**src/rtl/mc_ctrl_fsm_pkg.sv**
```systemverilog
// Shared encodings for the multicycle control FSM: states, decode classes,
// next-PC sources, ALU operations, opcodes/functs and datapath select codes.
package mc_ctrl_fsm_pkg;

  typedef enum logic [3:0] {
    ST_FETCH  = 4'd0,
    ST_DECODE = 4'd1,
    ST_MEMADR = 4'd2,
    ST_MEMRD  = 4'd3,
    ST_MEMWB  = 4'd4,
    ST_MEMWR  = 4'd5,
    ST_EXEC_R = 4'd6,
    ST_EXEC_I = 4'd7,
    ST_ALUWB  = 4'd8,
    ST_BRANCH = 4'd9,
    ST_JUMP   = 4'd10,
    ST_JR     = 4'd11
  } state_e;

  typedef enum logic [2:0] {
    CLS_ILL, CLS_MEM, CLS_R, CLS_JR, CLS_I, CLS_BR, CLS_J
  } cls_e;

  localparam logic [1:0] NPC_PLUS4  = 2'd0;
  localparam logic [1:0] NPC_BRANCH = 2'd1;
  localparam logic [1:0] NPC_JUMP   = 2'd2;
  localparam logic [1:0] NPC_JR     = 2'd3;

  localparam logic [3:0] ALU_ADD = 4'd0;
  localparam logic [3:0] ALU_SUB = 4'd1;
  localparam logic [3:0] ALU_AND = 4'd2;
  localparam logic [3:0] ALU_OR  = 4'd3;
  localparam logic [3:0] ALU_SLT = 4'd4;
  localparam logic [3:0] ALU_LUI = 4'd5;

  localparam logic [5:0] OP_RTYPE = 6'h00;
  localparam logic [5:0] OP_J     = 6'h02;
  localparam logic [5:0] OP_JAL   = 6'h03;
  localparam logic [5:0] OP_BEQ   = 6'h04;
  localparam logic [5:0] OP_ADDIU = 6'h09;
  localparam logic [5:0] OP_ORI   = 6'h0D;
  localparam logic [5:0] OP_LUI   = 6'h0F;
  localparam logic [5:0] OP_LW    = 6'h23;
  localparam logic [5:0] OP_SW    = 6'h2B;

  localparam logic [5:0] FN_JR   = 6'h08;
  localparam logic [5:0] FN_ADDU = 6'h21;
  localparam logic [5:0] FN_SUBU = 6'h23;
  localparam logic [5:0] FN_AND  = 6'h24;
  localparam logic [5:0] FN_OR   = 6'h25;
  localparam logic [5:0] FN_SLT  = 6'h2A;

  localparam logic [1:0] SRCB_RT   = 2'd0;
  localparam logic [1:0] SRCB_FOUR = 2'd1;
  localparam logic [1:0] SRCB_SEXT = 2'd2;
  localparam logic [1:0] SRCB_ZEXT = 2'd3;

  localparam logic [1:0] DST_RT = 2'd0;
  localparam logic [1:0] DST_RD = 2'd1;
  localparam logic [1:0] DST_RA = 2'd2;

  localparam logic [1:0] WD_ALU = 2'd0;
  localparam logic [1:0] WD_MDR = 2'd1;
  localparam logic [1:0] WD_PC4 = 2'd2;

endpackage

```
**src/rtl/mc_ctrl_fsm_if.sv**
```systemverilog
// Control bus between the multicycle FSM (master) and the datapath (slave).
interface mc_ctrl_fsm_if;
  logic [5:0]  op;
  logic [5:0]  funct;
  logic        zero;
  logic        mem_ready;
  logic        stall;
  logic        pc_wr;
  logic [1:0]  pc_src;
  logic        ir_wr;
  logic        reg_wr;
  logic [1:0]  reg_dst;
  logic [1:0]  wd_sel;
  logic        mem_rd;
  logic        mem_wr;
  logic        iord;
  logic        alu_srca;
  logic [1:0]  alu_srcb;
  logic [3:0]  alu_op;
  logic        illegal;
  logic [31:0] perf_cyc;
  logic [31:0] perf_ins;

  modport master (
    input  op, funct, zero, mem_ready, stall,
    output pc_wr, pc_src, ir_wr, reg_wr, reg_dst, wd_sel, mem_rd, mem_wr,
           iord, alu_srca, alu_srcb, alu_op, illegal, perf_cyc, perf_ins
  );

  modport slave (
    output op, funct, zero, mem_ready, stall,
    input  pc_wr, pc_src, ir_wr, reg_wr, reg_dst, wd_sel, mem_rd, mem_wr,
           iord, alu_srca, alu_srcb, alu_op, illegal, perf_cyc, perf_ins
  );
endinterface

```
**src/rtl/mc_ctrl_fsm_instr_decode.sv**
```systemverilog
// Combinational instruction classifier: op/funct -> execution class,
// ALU operation and B-operand select for the execute state, illegal flag.
module mc_ctrl_fsm_instr_decode
  import mc_ctrl_fsm_pkg::*;
(
  input  logic [5:0] op_i,
  input  logic [5:0] funct_i,
  output cls_e       cls_o,
  output logic [3:0] alu_op_o,
  output logic [1:0] alu_srcb_o,
  output logic       illegal_o
);

  always_comb begin
    cls_o      = CLS_ILL;
    alu_op_o   = ALU_ADD;
    alu_srcb_o = SRCB_SEXT;
    case (op_i)
      OP_RTYPE: begin
        alu_srcb_o = SRCB_RT;
        case (funct_i)
          FN_ADDU: cls_o = CLS_R;
          FN_SUBU: begin cls_o = CLS_R; alu_op_o = ALU_SUB; end
          FN_AND:  begin cls_o = CLS_R; alu_op_o = ALU_AND; end
          FN_OR:   begin cls_o = CLS_R; alu_op_o = ALU_OR;  end
          FN_SLT:  begin cls_o = CLS_R; alu_op_o = ALU_SLT; end
          FN_JR:   cls_o = CLS_JR;
          default: cls_o = CLS_ILL;
        endcase
      end
      OP_LW, OP_SW: cls_o = CLS_MEM;
      OP_ORI:   begin cls_o = CLS_I; alu_op_o = ALU_OR; alu_srcb_o = SRCB_ZEXT; end
      OP_ADDIU: cls_o = CLS_I;
      OP_LUI:   begin cls_o = CLS_I; alu_op_o = ALU_LUI; end
      OP_BEQ:   begin cls_o = CLS_BR; alu_op_o = ALU_SUB; alu_srcb_o = SRCB_RT; end
      OP_J, OP_JAL: cls_o = CLS_J;
      default:  cls_o = CLS_ILL;
    endcase
    illegal_o = (cls_o == CLS_ILL);
  end

endmodule

```
**src/rtl/mc_ctrl_fsm.sv**
```systemverilog
// Multicycle main control FSM for the MIPS-subset CPU; owns PC update timing.
// Optional performance counters are built when MC_CTRL_PERF_EN is defined.
//   state  | meaning           state  | meaning
//   FETCH  | IR<=mem[PC], PC+4  EXEC_R | R-type ALU op
//   DECODE | classify, br tgt   EXEC_I | immediate ALU op
//   MEMADR | rs+imm address     ALUWB  | ALU result -> rf
//   MEMRD  | load access        BRANCH | beq compare/redirect
//   MEMWB  | MDR -> rf          JUMP   | j/jal redirect
//   MEMWR  | store access       JR     | PC <= rs
module mc_ctrl_fsm
  import mc_ctrl_fsm_pkg::*;
#(
  parameter bit MEM_WAIT_EN = 1'b1
) (
  input logic          clk,
  input logic          rst,
  mc_ctrl_fsm_if.master bus
);

  state_e     state_q, state_d;
  cls_e       dec_cls;
  logic [3:0] dec_alu_op;
  logic [1:0] dec_srcb;
  logic       dec_ill;
  logic       mem_ok;

  assign mem_ok = MEM_WAIT_EN ? bus.mem_ready : 1'b1;

  mc_ctrl_fsm_instr_decode u_decode (
    .op_i       (bus.op),
    .funct_i    (bus.funct),
    .cls_o      (dec_cls),
    .alu_op_o   (dec_alu_op),
    .alu_srcb_o (dec_srcb),
    .illegal_o  (dec_ill)
  );

  always_ff @(posedge clk or posedge rst) begin
    if (rst) state_q <= ST_FETCH;
    else     state_q <= state_d;
  end

  always_comb begin
    state_d = state_q;
    if (!bus.stall) begin
      case (state_q)
        ST_FETCH:  if (mem_ok) state_d = ST_DECODE;
        ST_DECODE: begin
          case (dec_cls)
            CLS_MEM: state_d = ST_MEMADR;
            CLS_R:   state_d = ST_EXEC_R;
            CLS_JR:  state_d = ST_JR;
            CLS_I:   state_d = ST_EXEC_I;
            CLS_BR:  state_d = ST_BRANCH;
            CLS_J:   state_d = ST_JUMP;
            default: state_d = ST_FETCH;
          endcase
        end
        ST_MEMADR: state_d = (bus.op == OP_SW) ? ST_MEMWR : ST_MEMRD;
        ST_MEMRD:  if (mem_ok) state_d = ST_MEMWB;
        ST_MEMWR:  if (mem_ok) state_d = ST_FETCH;
        ST_EXEC_R, ST_EXEC_I: state_d = ST_ALUWB;
        default:   state_d = ST_FETCH;
      endcase
    end
  end

  // Outputs are forced quiet while rst is high so an aborted access cannot write.
  always_comb begin
    bus.pc_wr    = 1'b0;
    bus.pc_src   = NPC_PLUS4;
    bus.ir_wr    = 1'b0;
    bus.reg_wr   = 1'b0;
    bus.reg_dst  = DST_RT;
    bus.wd_sel   = WD_ALU;
    bus.mem_rd   = 1'b0;
    bus.mem_wr   = 1'b0;
    bus.iord     = 1'b0;
    bus.alu_srca = 1'b0;
    bus.alu_srcb = SRCB_RT;
    bus.alu_op   = ALU_ADD;
    bus.illegal  = 1'b0;
    if (!rst) begin
      case (state_q)
        ST_FETCH: begin
          bus.mem_rd   = 1'b1;
          bus.alu_srcb = SRCB_FOUR;
          bus.ir_wr    = mem_ok;
          bus.pc_wr    = mem_ok;
        end
        ST_DECODE: begin
          bus.alu_srcb = SRCB_SEXT;
          bus.illegal  = dec_ill;
        end
        ST_MEMADR: begin
          bus.alu_srca = 1'b1;
          bus.alu_srcb = SRCB_SEXT;
        end
        ST_MEMRD: begin
          bus.mem_rd = 1'b1;
          bus.iord   = 1'b1;
        end
        ST_MEMWB: begin
          bus.reg_wr = 1'b1;
          bus.wd_sel = WD_MDR;
        end
        ST_MEMWR: begin
          bus.mem_wr = 1'b1;
          bus.iord   = 1'b1;
        end
        ST_EXEC_R, ST_EXEC_I: begin
          bus.alu_srca = 1'b1;
          bus.alu_srcb = dec_srcb;
          bus.alu_op   = dec_alu_op;
        end
        ST_ALUWB: begin
          bus.reg_wr  = 1'b1;
          bus.reg_dst = (bus.op == OP_RTYPE) ? DST_RD : DST_RT;
        end
        ST_BRANCH: begin
          bus.alu_srca = 1'b1;
          bus.alu_op   = ALU_SUB;
          bus.pc_src   = NPC_BRANCH;
          bus.pc_wr    = bus.zero;
        end
        ST_JUMP: begin
          bus.pc_wr  = 1'b1;
          bus.pc_src = NPC_JUMP;
          if (bus.op == OP_JAL) begin
            bus.reg_wr  = 1'b1;
            bus.reg_dst = DST_RA;
            bus.wd_sel  = WD_PC4;
          end
        end
        ST_JR: begin
          bus.pc_wr  = 1'b1;
          bus.pc_src = NPC_JR;
        end
        default: ;
      endcase
      if (bus.stall) begin
        bus.pc_wr   = 1'b0;
        bus.ir_wr   = 1'b0;
        bus.reg_wr  = 1'b0;
        bus.mem_wr  = 1'b0;
        bus.illegal = 1'b0;
      end
    end
  end

`ifdef MC_CTRL_PERF_EN
  logic [31:0] perf_cyc_q, perf_ins_q;
  logic        retire;

  // Illegal DECODE->FETCH is not a retirement.
  assign retire = !bus.stall &&
                  ((state_q inside {ST_MEMWB, ST_ALUWB, ST_BRANCH, ST_JUMP, ST_JR}) ||
                   (state_q == ST_MEMWR && mem_ok));

  always_ff @(posedge clk or posedge rst) begin
    if (rst) begin
      perf_cyc_q <= '0;
      perf_ins_q <= '0;
    end else begin
      perf_cyc_q <= perf_cyc_q + 32'd1;
      if (retire) perf_ins_q <= perf_ins_q + 32'd1;
    end
  end

  assign bus.perf_cyc = perf_cyc_q;
  assign bus.perf_ins = perf_ins_q;
`else
  assign bus.perf_cyc = '0;
  assign bus.perf_ins = '0;
`endif

endmodule
```
**src/flat_wrapper.sv**
```systemverilog
// flat-port wrapper written by rule: the top's interface ports become plain ports
module mc_ctrl_fsm_flat import mc_ctrl_fsm_pkg::*;
#(
  parameter bit MEM_WAIT_EN = 1'b1
)
  (clk, rst, bus_op, bus_funct, bus_zero, bus_mem_ready, bus_stall, bus_pc_wr, bus_pc_src, bus_ir_wr, bus_reg_wr, bus_reg_dst, bus_wd_sel, bus_mem_rd, bus_mem_wr, bus_iord, bus_alu_srca, bus_alu_srcb, bus_alu_op, bus_illegal, bus_perf_cyc, bus_perf_ins);
  mc_ctrl_fsm_if bus_i ();
  input logic clk;
  input logic rst;
  input wire logic [$bits(bus_i.op)-1:0] bus_op;
  input wire logic [$bits(bus_i.funct)-1:0] bus_funct;
  input wire logic [$bits(bus_i.zero)-1:0] bus_zero;
  input wire logic [$bits(bus_i.mem_ready)-1:0] bus_mem_ready;
  input wire logic [$bits(bus_i.stall)-1:0] bus_stall;
  output wire logic [$bits(bus_i.pc_wr)-1:0] bus_pc_wr;
  output wire logic [$bits(bus_i.pc_src)-1:0] bus_pc_src;
  output wire logic [$bits(bus_i.ir_wr)-1:0] bus_ir_wr;
  output wire logic [$bits(bus_i.reg_wr)-1:0] bus_reg_wr;
  output wire logic [$bits(bus_i.reg_dst)-1:0] bus_reg_dst;
  output wire logic [$bits(bus_i.wd_sel)-1:0] bus_wd_sel;
  output wire logic [$bits(bus_i.mem_rd)-1:0] bus_mem_rd;
  output wire logic [$bits(bus_i.mem_wr)-1:0] bus_mem_wr;
  output wire logic [$bits(bus_i.iord)-1:0] bus_iord;
  output wire logic [$bits(bus_i.alu_srca)-1:0] bus_alu_srca;
  output wire logic [$bits(bus_i.alu_srcb)-1:0] bus_alu_srcb;
  output wire logic [$bits(bus_i.alu_op)-1:0] bus_alu_op;
  output wire logic [$bits(bus_i.illegal)-1:0] bus_illegal;
  output wire logic [$bits(bus_i.perf_cyc)-1:0] bus_perf_cyc;
  output wire logic [$bits(bus_i.perf_ins)-1:0] bus_perf_ins;
  assign bus_i.op = bus_op;
  assign bus_i.funct = bus_funct;
  assign bus_i.zero = bus_zero;
  assign bus_i.mem_ready = bus_mem_ready;
  assign bus_i.stall = bus_stall;
  assign bus_pc_wr = bus_i.pc_wr;
  assign bus_pc_src = bus_i.pc_src;
  assign bus_ir_wr = bus_i.ir_wr;
  assign bus_reg_wr = bus_i.reg_wr;
  assign bus_reg_dst = bus_i.reg_dst;
  assign bus_wd_sel = bus_i.wd_sel;
  assign bus_mem_rd = bus_i.mem_rd;
  assign bus_mem_wr = bus_i.mem_wr;
  assign bus_iord = bus_i.iord;
  assign bus_alu_srca = bus_i.alu_srca;
  assign bus_alu_srcb = bus_i.alu_srcb;
  assign bus_alu_op = bus_i.alu_op;
  assign bus_illegal = bus_i.illegal;
  assign bus_perf_cyc = bus_i.perf_cyc;
  assign bus_perf_ins = bus_i.perf_ins;
  mc_ctrl_fsm #(.MEM_WAIT_EN(MEM_WAIT_EN)) u_core (.clk(clk), .rst(rst), .bus(bus_i));
endmodule
```
**config.mk**
```make
export PLATFORM = sky130hd
export DESIGN_NAME = mc_ctrl_fsm_flat
export DESIGN_NICKNAME = d
export VERILOG_FILES = /design/src/rtl/mc_ctrl_fsm_pkg.sv /design/src/rtl/mc_ctrl_fsm_if.sv /design/src/rtl/mc_ctrl_fsm_instr_decode.sv /design/src/rtl/mc_ctrl_fsm.sv /design/src/flat_wrapper.sv
export SDC_FILE = /design/constraint.sdc
export NUM_CORES = 1
export LEC_CHECK = 0
export CORE_ASPECT_RATIO = 1.5
export CORE_UTILIZATION = 36
export CTS_CLUSTER_SIZE = 10
export DETAILED_ROUTE_END_ITERATION = 6
export PLACE_DENSITY_LB_ADDON = 0.05
export SYNTH_ARGS = -nofsm -noshare
export SYNTH_HDL_FRONTEND = slang
export SYNTH_SLANG_ARGS = --single-unit
```
**constraint.sdc**
```tcl
create_clock -name clk -period 2.4 [get_ports clk]
set_input_delay 0.36 -clock clk [delete_from_list [all_inputs] [get_ports clk]]
set_output_delay 0.36 -clock clk [all_outputs]
set_load 0.1 [all_outputs]
```
==> flow_summary_export.csv, run 1 <==
group,metric,value,unit
power,power.group.top,"combinational logic",
power,pwr-share-seq,6.5,%
route,wire_per_inst,12.5,um
sta,setup_ws,-14.8,ps
clock_network,post_cts_resized,40,
worst_setup_path,timing.rr.start,"u_core.state_q[2]$_DFFE_PP0P_",
clock_network,cts.sinks,4,
worst_setup_path,start_kind,"primary input",
grt,grt_pass1_vias,1346,
power,power.leakage,1.03,nW
cells_and_area,area.combinational,1230,um2
grt,top_usage_layer,"met2",
worst_setup_path,worstPathMaxFanout,2,
sta,finalSetupTns,-14.8,ps
power,powerDensity,871,nW/um2
grt,grt_use_met3,0.952,%
synth,ys_sh_simple,30.9,%
sta,rsz0062_at_grt,"yes",
floorplanning,dieWidth,53.8,um
floorplanning,dieHeight,79.8,um
synth,yosysTopAreaCell,"buf_4",
worst_setup_path,cp-endpoint,"bus_alu_op[2]",
worst_setup_path,rr_endpoint,"u_core.state_q[1]$_DFFE_PP0P_",
synth,ys_types,53,
power,power_switching,1.27,mW
synth,synth_seq_share,6.90,%
worst_setup_path,crit_path_cell_trace,"buf_6 > or3_4 > or3_4 > nor4b_4 > a32oi_2 > nor3_4 > buf_12",
route,drtPass1Iterations,4,
floorplanning,well_tap_count,43,
route,wl_met3,157,um
floorplanning,dieArea,4290,um2
cells_and_area,fill_cells,358,
synth,yosysTopAreaCellShare,34.1,%
placed_design,dp.cells,301,
power,ir_drop,0.830,mV
route,route.met2.wl,2250,um
sta,setup_viol,1,
grt,grt_start_max_net_pins,13,
worst_setup_path,cp_common_cell,"or3_4",
clock_network,post_cts.repair.setup_buffers,2,
synth,yosysMostFrequentCell,"buf_4",
cells_and_area,final_cell_mix,"conb_1 (65), buf_4 (39), buf_12 (19)",
power,power.internal,0.692,mW
worst_setup_path,path_class,"primary input to output pin",
worst_setup_path,cp_slowest_cell,"or3_4",
power,p_seq,0.127,mW
grt,grt_pass1_wl,6030,um
cells_and_area,layout-drive-gt1-share,40.5,%
worst_setup_path,cp_num_buf_inv,2,
sta,drv_slew,0,
synth,area_leaders,"buf_4 (34%), dfrtp_1 (6.9%), nor2_1 (4.1%)",
cells_and_area,synthToLayoutAreaGrowth,54.7,%
route,drc,0,
synth,synth-adder-area-share,0,%
cells_and_area,regMostFlops,"u_core.state_q",
power,swShare,64.7,%
cells_and_area,final-clk-cell-share,1.84,%
grt,grt_use_total,18.6,%
synth,common_cells,"buf_4 (66), nor2_1 (16), a21oi_1 (10), nor3_1 (10), clkbuf_1 (8)",
synth,avgSynthCellArea,7.33,um2
worst_setup_path,startpoint,"bus_op[3]",
synth,syn_area,1450,um2
grt,overflow,0,
status,violations,"negative setup slack",
worst_setup_path,crit_cells,7,
route,viasPerCell,4.67,
status,status,"finished, violations left",
cells_and_area,largest_class,"combinational gates",
synth,ys_ff,4,
route,top_layer,"met4",
clock_network,clockRootBuffer,"clkbuf_8",
cells_and_area,stdcell_count,305,
worst_setup_path,rrSetupSlack,620,ps
worst_setup_path,arrival,2050,ps
sta,fin_skew,1.05,ps
clock_network,clk_latency,220,ps
Fig. 1: run 1, gate-type map
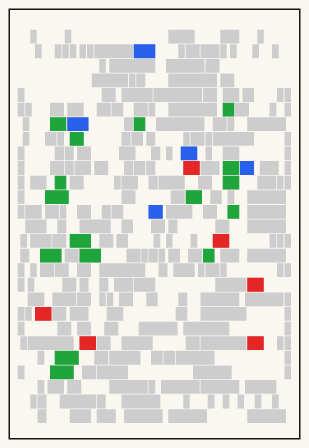
| colour | family | cells |
|---|---|---|
| blue | AND-OR and OR-AND gates | 5 |
| red | XOR/XNOR gates | 6 |
| green | AND and OR gates | 16 |
Top cell excl fill/tap: conb_1
Comb area share: 54.7%

Fig. 2: run 1, local utilization
5 x 8 tiles, from white (low) to dark blue (high), 0 to 100% covered.
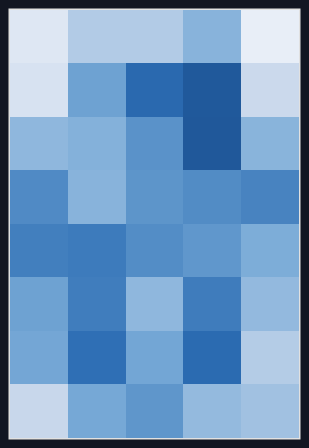
fullest tile: 84%
mean over tiles: 51%
tiles over 75% full: 10%
Init Core Util: 38.7%
CORE AREA: 3750 um2
fin util: 59.9%

Fig. 3: run 1, the metal 2 layer
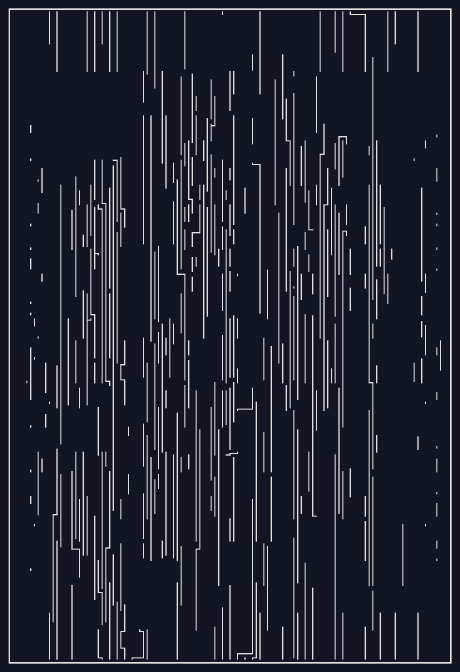
wire length on this layer: 2250 um
share of all routed wire: 59%
longest straight run: 42.2 um
main direction: vertical
drt total wl: 3800 um
met2 Use GR: 36.9%
via count: 1424

Fig. 4: run 1, congestion heat map
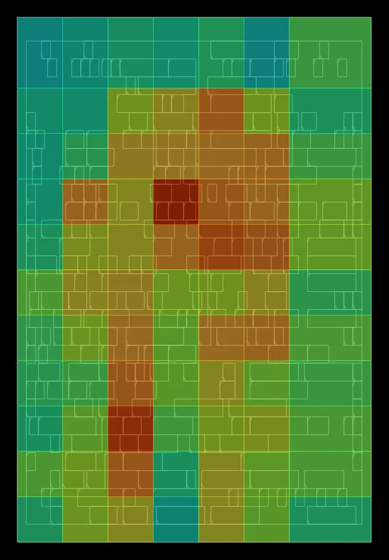

--- run 2 (diff from run 1) ---
--- a/config.mk
+++ b/config.mk
@@ -10,6 +10,7 @@
 export CTS_CLUSTER_SIZE = 10
 export DETAILED_ROUTE_END_ITERATION = 6
 export PLACE_DENSITY_LB_ADDON = 0.05
+export RECOVER_POWER = 100
 export SYNTH_ARGS = -nofsm -noshare
 export SYNTH_HDL_FRONTEND = slang
 export SYNTH_SLANG_ARGS = --single-unit
Fig. 5: run 2, congestion heat map
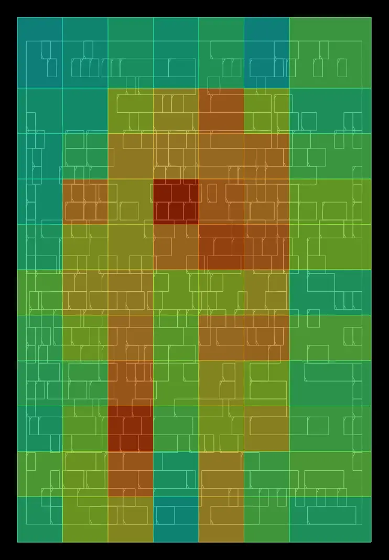
fin util: 55.5%
routed len/inst: 12.5 um
GR Util met3: 0.952%
routing usage on met1: 18.3%
gr usage total: 18.6%

Fig. 6: run 2, gate-type map
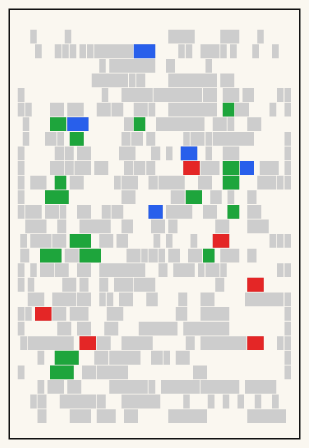
fin cells: 305
Comb area share: 57.9%

==> flow_summary_export.csv, run 2 <==
group,metric,value,unit
cells_and_area,largest_register_ffs,4,
route,drtPass1Iterations,3,
synth,common_cells,"buf_4 (66), nor2_1 (16), a21oi_1 (10), nor3_1 (10), clkbuf_1 (8)",
power,power.leakage,0.980,nW
power,pwr-share-seq,6.7,%
clock_network,post_cts.repair.setup_buffers,2,
sta,min_period,2420,ps
synth,synth.cellmix.xorXnorShare,3.62,%
worst_setup_path,start_kind,"primary input",
power,ir_drop,0.826,mV
power,power.internal,0.649,mW
cells_and_area,largest_class,"combinational gates",
placed_design,dp.cells,301,
clock_network,post_cts_resized,40,
cells_and_area,antenna_cells,0,
worst_setup_path,rr_worst_depth,6,
route,wl_met3,173,um
grt,grt_pass1_vias,1346,
floorplanning,dieWidth,53.8,um
clock_network,clockRootBuffer,"clkbuf_8",
power,powerDensity,909,nW/um2
clock_network,cts_max_level,1,
synth,syn_inst,198,
clock_network,clk_latency,220,ps
worst_setup_path,startpoint,"bus_op[3]",
route,drc,0,
cells_and_area,fin_area,2080,um2
cells_and_area,layout_top_cell,"conb_1",
route,postRouteWirelength,3820,um
worst_setup_path,cp_num_buf_inv,2,
sta,rsz0062_at_grt,"yes",
cells_and_area,regMostFlops,"u_core.state_q",
grt,grt_start_max_net_pins,13,
synth,logic_family,"buffers and inverters",
power,clk-power,0.143,mW
route,top_layer,"met4",
power,p_seq,0.127,mW
floorplanning,io_pins,101,
worst_setup_path,cp_common_cell,"or3_4",
sta,finalSetupTns,-19.3,ps
synth,ys_ff,4,
cells_and_area,synthToLayoutAreaGrowth,43.4,%
floorplanning,dieArea,4290,um2
route,via_count,1418,
synth,yosysTopAreaCellShare,34.1,%
synth,ys_chip_area,1450,um2
worst_setup_path,cp-endpoint,"bus_alu_op[2]",
synth,edf_count,0,
cells_and_area,n_all_buffers,74,
job,warnings,29,
clock_network,cts_tree,"yes",
synth,yosys_cells,198,
placed_design,pre_cts_slack,-409,ps
synth,synth-adder-area-share,0,%
worst_hold_path,holdPathStages,2,
worst_setup_path,end_kind,"output pin",
floorplanning,core_area,3750,um2
worst_setup_path,cp_slowest_cell,"or3_4",
worst_setup_path,crit_cells,7,
sta,drv_slew,0,
synth,yosysMostFrequentCell,"buf_4",
cells_and_area,inverters,3,
worst_setup_path,arrival,2060,ps
power,power_switching,1.24,mW
floorplanning,well_tap_count,43,
status,status,"finished, violations left",
cells_and_area,layout-drive-gt1-share,38.2,%
synth,synth_async_sr_flop_share,100,%
status,violations,"negative setup slack",
worst_setup_path,worstPathMaxFanout,2,
worst_setup_path,rrSetupSlack,620,ps
floorplanning,dieHeight,79.8,um
cells_and_area,final-clk-cell-share,1.98,%
worst_setup_path,path_class,"primary input to output pin",
power,power.group.top,"combinational logic",
sta,fin_skew,1.00,ps
synth,synthAoiAreaFrac,17.0,%
clock_network,cts.sinks,4,
floorplanning,fp-utilization,38.7,%
cells_and_area,area.combinational,1200,um2
route,viasPerCell,4.65,
route,route.met2.wl,2240,um
worst_setup_path,timing.rr.start,"u_core.state_q[2]$_DFFE_PP0P_",
cells_and_area,final_cell_mix,"conb_1 (65), buf_4 (38), nor2_1 (13)",
cells_and_area,fill_cells,383,
sta,fin_crit_sh,101,%
synth,syn_area,1450,um2
synth,ys_sh_simple,30.9,%
power,swShare,65.7,%
worst_setup_path,crit_path_cell_trace,"buf_6 > or3_4 > or3_4 > nor4b_4 > a32oi_2 > nor3_4 > buf_12",
clock_network,clockBufferDepth,2,
grt,grtUsageMet2,36.9,%
worst_setup_path,crit_family,"simple AND/OR/NAND/NOR gates",
placed_design,dp_hpwl,3240,um
worst_setup_path,cp_slowest_stage_delay,370,ps
worst_setup_path,rr_endpoint,"u_core.state_q[1]$_DFFE_PP0P_",
clock_network,holdBufCountCts,0,
synth,yosysTopAreaCell,"buf_4",
synth,synth_seq_share,6.90,%
grt,grt_pass1_wl,6030,um
synth,ys_types,53,
synth,area_leaders,"buf_4 (34%), dfrtp_1 (6.9%), nor2_1 (4.1%)",
grt,overflow,0,
sta,setup_viol,1,
power,power.total,1.89,mW
synth,avgSynthCellArea,7.33,um2
sta,setup_ws,-19.3,ps
grt,top_usage_layer,"met2",
power,pg_comb,1.62,mW
--- run 3 (diff from run 2) ---
--- a/config.mk
+++ b/config.mk
@@ -11,6 +11,7 @@
 export DETAILED_ROUTE_END_ITERATION = 6
 export PLACE_DENSITY_LB_ADDON = 0.05
 export RECOVER_POWER = 100
+export SKIP_LAST_GASP = 1
 export SYNTH_ARGS = -nofsm -noshare
 export SYNTH_HDL_FRONTEND = slang
 export SYNTH_SLANG_ARGS = --single-unit
Fig. 7: run 3, routed metal, one colour a layer
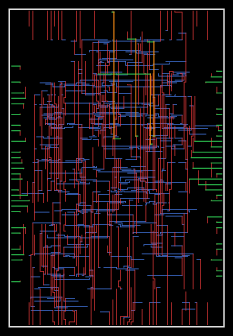
| colour | layer | wire length |
|---|---|---|
| blue | met1 | 1310 um |
| red | met2 | 2240 um |
| green | met3 | 173 um |
| orange | met4 | 97.9 um |
drt total wl: 3820 um
via count: 1418

Fig. 8: run 3, gate-type map
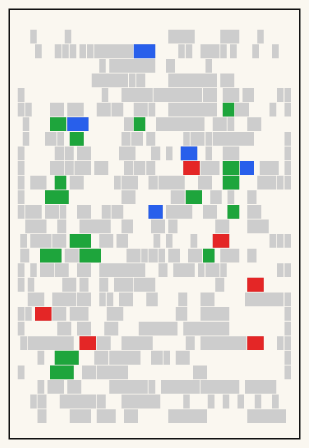
| colour | family | cells |
|---|---|---|
| green | AND and OR gates | 16 |
| blue | AND-OR and OR-AND gates | 5 |
| red | XOR/XNOR gates | 6 |

==> flow_summary_export.csv, run 3 <==
group,metric,value,unit
synth,synth_seq_share,6.90,%
cells_and_area,area.combinational,1200,um2
grt,use_met1,18.3,%
clock_network,clk_latency,220,ps
worst_setup_path,end_kind,"output pin",
worst_setup_path,crit_cells,7,
floorplanning,dieArea,4290,um2
worst_setup_path,path_class,"primary input to output pin",
clock_network,cts_tree,"yes",
cells_and_area,regMostFlops,"u_core.state_q",
route,route.met2.wl,2240,um
placed_design,pre_cts_slack,-409,ps
synth,ys_types,53,
cells_and_area,comb-cell-share,57.9,%
sta,min_period,2420,ps
synth,logic_family,"buffers and inverters",
placed_design,dp.cells,301,
floorplanning,core_area,3750,um2
cells_and_area,largest_register_ffs,4,
worst_setup_path,cp_slowest_stage_delay,370,ps
worst_setup_path,rr_endpoint,"u_core.state_q[1]$_DFFE_PP0P_",
sta,setup_viol,1,
route,wire_per_inst,12.5,um
worst_hold_path,holdPathStages,2,
worst_setup_path,start_kind,"primary input",
worst_setup_path,rrSetupSlack,620,ps
cells_and_area,layout_top_cell,"conb_1",
clock_network,clockRootBuffer,"clkbuf_8",
floorplanning,fp-utilization,38.7,%
grt,grt_pass1_wl,6030,um
sta,setup_ws,-19.3,ps
worst_setup_path,cp_common_cell,"or3_4",
worst_setup_path,timing.rr.start,"u_core.state_q[2]$_DFFE_PP0P_",
synth,synthAoiAreaFrac,17.0,%
cells_and_area,final_util,55.5,%
worst_setup_path,crit_family,"simple AND/OR/NAND/NOR gates",
synth,synth_async_sr_flop_share,100,%
floorplanning,dieHeight,79.8,um
job,warnings,29,
status,violations,"negative setup slack",
sta,rsz0062_at_grt,"yes",
power,power.total,1.89,mW
cells_and_area,final_cell_mix,"conb_1 (65), buf_4 (38), nor2_1 (13)",
worst_setup_path,cp_num_buf_inv,2,
floorplanning,io_pins,101,
power,pwr-share-seq,6.7,%
synth,yosysTopAreaCell,"buf_4",
route,viasPerCell,4.65,
cells_and_area,fill_cells,383,
cells_and_area,synthToLayoutAreaGrowth,43.4,%
route,drtPass1Iterations,3,
worst_setup_path,startpoint,"bus_op[3]",
grt,grt_start_max_net_pins,13,
clock_network,holdBufCountCts,0,
power,power_switching,1.24,mW
power,ir_drop,0.826,mV
synth,syn_inst,198,
synth,yosys_cells,198,
synth,ys_chip_area,1450,um2
synth,ys_ff,4,
clock_network,cts_max_level,1,
synth,common_cells,"buf_4 (66), nor2_1 (16), a21oi_1 (10), nor3_1 (10), clkbuf_1 (8)",
sta,fin_skew,1.00,ps
power,power.leakage,0.980,nW
clock_network,cts.sinks,4,
floorplanning,dieWidth,53.8,um
power,clk-power,0.143,mW
power,p_seq,0.127,mW
synth,synth.cellmix.xorXnorShare,3.62,%
synth,avgSynthCellArea,7.33,um2
grt,grt_use_met3,0.952,%
status,status,"finished, violations left",
worst_setup_path,cp-endpoint,"bus_alu_op[2]",
grt,grt_pass1_vias,1346,
cells_and_area,largest_class,"combinational gates",
cells_and_area,antenna_cells,0,
sta,fin_crit_sh,101,%
sta,finalSetupTns,-19.3,ps
synth,area_leaders,"buf_4 (34%), dfrtp_1 (6.9%), nor2_1 (4.1%)",
route,wl_met3,173,um
clock_network,post_cts.repair.setup_buffers,2,
power,power.group.top,"combinational logic",
cells_and_area,layout-drive-gt1-share,38.2,%
synth,edf_count,0,
worst_setup_path,crit_path_cell_trace,"buf_6 > or3_4 > or3_4 > nor4b_4 > a32oi_2 > nor3_4 > buf_12",
worst_setup_path,cp_slowest_cell,"or3_4",
grt,top_usage_layer,"met2",
worst_setup_path,arrival,2060,ps
synth,syn_area,1450,um2
cells_and_area,fin_area,2080,um2
grt,grt_use_total,18.6,%
power,swShare,65.7,%
power,power.internal,0.649,mW
Power is estimated from default activity; no workload was simulated.
